==> config.mk <==
export PLATFORM = sky130hd
export DESIGN_NAME = parking_ctrl_param
export DESIGN_NICKNAME = d
export VERILOG_FILES = /design/src/rtl/parking_ctrl_param.sv
export SDC_FILE = /design/constraint.sdc
export NUM_CORES = 1
export LEC_CHECK = 0
export ABC_CLOCK_PERIOD_IN_PS = 6500
export CAP_MARGIN = 10
export CORE_ASPECT_RATIO = 1.75
export CORE_MARGIN = 2
export CORE_UTILIZATION = 52
export DETAILED_ROUTE_END_ITERATION = 10
export MAX_ROUTING_LAYER = met4
export PLACE_DENSITY = 0.84
export SYNTH_ARGS = -nofsm -noshare
export SYNTH_HDL_FRONTEND = slang
export SYNTH_SLANG_ARGS = --single-unit
export TNS_END_PERCENT = 10
==> constraint.sdc <==
create_clock -name clk -period 6.5 [get_ports clk]
set_input_delay 1.3 -clock clk [delete_from_list [all_inputs] [get_ports clk]]
set_output_delay 1.3 -clock clk [all_outputs]
set_load 0.005 [all_outputs]
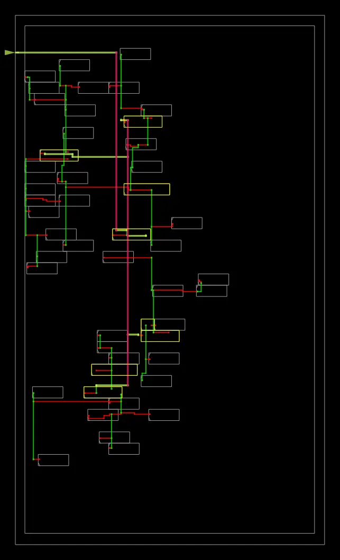
final_clocks.png
clkbuf count: 5
flop count: 41

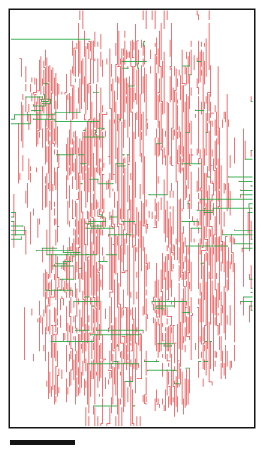
metal_stack.png
Scale bar: 20 um. Only two layers are drawn.
Key: met2 = red [wire length 7280 um]; met3 = green [wire length 521 um]
Routed WL: 13.83 mm
Vias: 4723
WL/cell: 17.42 um
Total Routing Usage GR: 30.20%

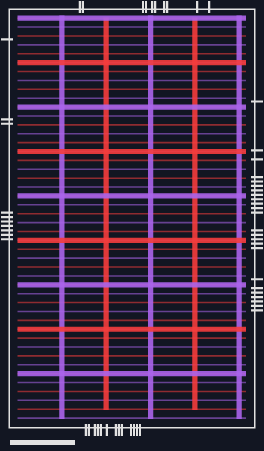
pdn.png
Scale bar: 20 um. Pins as bars on the die edge.
Key: VDD = red; VSS = purple
5 straps on met4. The core has 45 rows. 46 met1 rails follow the rows. 9 straps on met5. 57 signal pins sit on the boundary.
core area: 0.008558 mm^2
chip width: 74.65 um

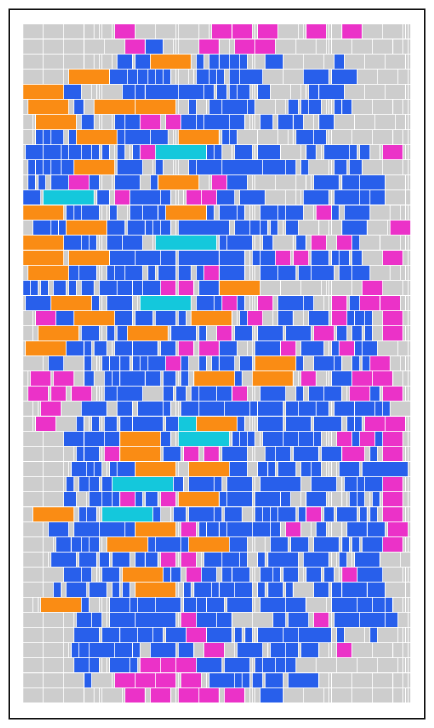
cell_classes.png
Fill, decap, tap and diode cells in gray.
Key: all other logic = blue [cells 526]; flip-flops = orange [cells 41]; clock drivers and dummy loads = cyan [cells 8]; other buffers and delay cells = magenta [cells 102]
final core occ: 68.25%
cell area after layout: 0.005841 mm^2
num rows: 45
Seq area share: 14.05%

==> impl_metrics.py <==
# Auto-generated metrics
metrics = {
    "clock_tree": {
        "cts-htree-levels": 2,
        "cts_max_path_buffers": 2,
        "cts_root_buffer": "clkbuf_16",
        "cts_tree": "yes",
    },
    "synth": {
        "edf_count": 0,
        "most_common_cell": "ha_1",
        "avgSynthCellArea_um2": 7.777,
        "ys_top_cells_by_area": "ha_1 (19%), dfxtp_1 (18%), nor2_1 (5.5%), inv_1 (4.9%), xor2_1 (4.0%)",
        "yosys.area.top_type_share_pct": 19.28,
        "ys_cells": 584,
        "ys_seq_share_pct": 18.07,
        "yosys.area.top_type": "ha_1",
        "synthTopCellsByCount": "ha_1 (70), nor2_1 (67), inv_1 (59)",
        "async_reset_ff_share_pct": 0,
        "synth_flops": 41,
        "synth_chip_area_mm2": 0.004542,
    },
    "timing": {
        "fmax_mhz": 156.9,
        "period_used_pct": 98.02,
        "grt_setup_unrepaired": "true",
        "hold_viol_final": 0,
        "holdWs_ps": 436.6,
        "max_slew.worst_pin.slew_ps": 676.6,
    },
    "setup_path": {
        "critPathSlowestCell": "fa_1",
        "slowest_delay_ps": 400,
        "end_kind": "flop",
        "timing.critical_path.mode_cell": "ha_1",
        "r2r_setup_slack_ps": 130,
    },
    "final_layout": {
        "largest_cell_class": "multi-input combinational cells",
        "final-seq-area_um2": 820.8,
        "final-clk-cell-share_pct": 3.320,
        "logic_gate_count": 467,
        "n_antenna_cell": 0,
        "n_all_buffers": 102,
        "n_all_inverters": 59,
    },
    "flow_run": {
        "warning_count": 32,
        "drv_cap": 0,
    },
    "route": {
        "drt_drc_violations_left": 0,
    },
    "floorplanning": {
        "dieArea_mm2": 0.009527,
        "io_pins": 57,
    },
    "placement": {
        "io_buffer_count": 56,
        "dp.cells": 785,
        "place.gp.congestion": 1.023,
        "place_ws_ps": -163.1,
    },
    "grt": {
        "grt_pass1_vias": 4696,
        "grt_pass1_wl_mm": 21.97,
    },
    "min_path": {
        "min_path_cells": 1,
    },
    "outcome": {
        "status": "completed",
    },
}
[logic make-up (layout without fill, tap and decap cells)]
| family | after synthesis | after routing | share of synthesized area (%) |
|---|---|---|---|
| muxes | 16 | 16 | 3.526 |
| adders and majority gates | 74 | 74 | 21.05 |
| xor gates and xnor gates | 41 | 41 | 7.906 |
| buffers and inverters | 76 | 169 | 6.308 |
| and+or+nand+nor | 207 | 207 | 23.20 |
| DFF | 41 | 41 | 18.07 |
| AOI/OAI and AO/OA | 129 | 129 | 19.95 |
[cell usage in the layout, fill, tap and decap left out, drive strengths merged, types with 9 or more instances in the layout]
cell	netlist	layout
a21o	9	9
a21oi	35	35
buf	3	46
clkdlybuf4s50	0	56
dfxtp	41	41
ha	70	70
inv	59	60
mux2i	16	16
nand2	39	39
nand3	17	17
nor2	67	67
nor3	14	14
nor3b	10	10
nor4	11	11
o21ai	18	18
xnor2	20	20
xor2	21	21
[worst max-delay path: cells and delay by family, from the launching register on]
kind,cells,cell delay (ps)
flops,1,330
fa+ha+maj,5,1340
buf+inv,4,490
compound gates,11,2200
simple gates,8,1910
[per-layer routing]
| layer | vias to the layer above | GRT usage [%] | part of all wire [%] |
|---|---|---|---|
| met5 | - | - | 0 |
| met4 | 0 | 17.33 | 6.7 |
| met3 | 52 | 2.997 | 3.8 |
| met2 | 178 | 53.67 | 53 |
| met1 | 2207 | 31.00 | 37 |
| li1 | 2286 | - | - |
[what timing repair did]
action	4_1_cts	5_1_grt
pin swaps	0	5
resized	5	24
setup endpoints to repair	10	24
buffers inserted	0	1
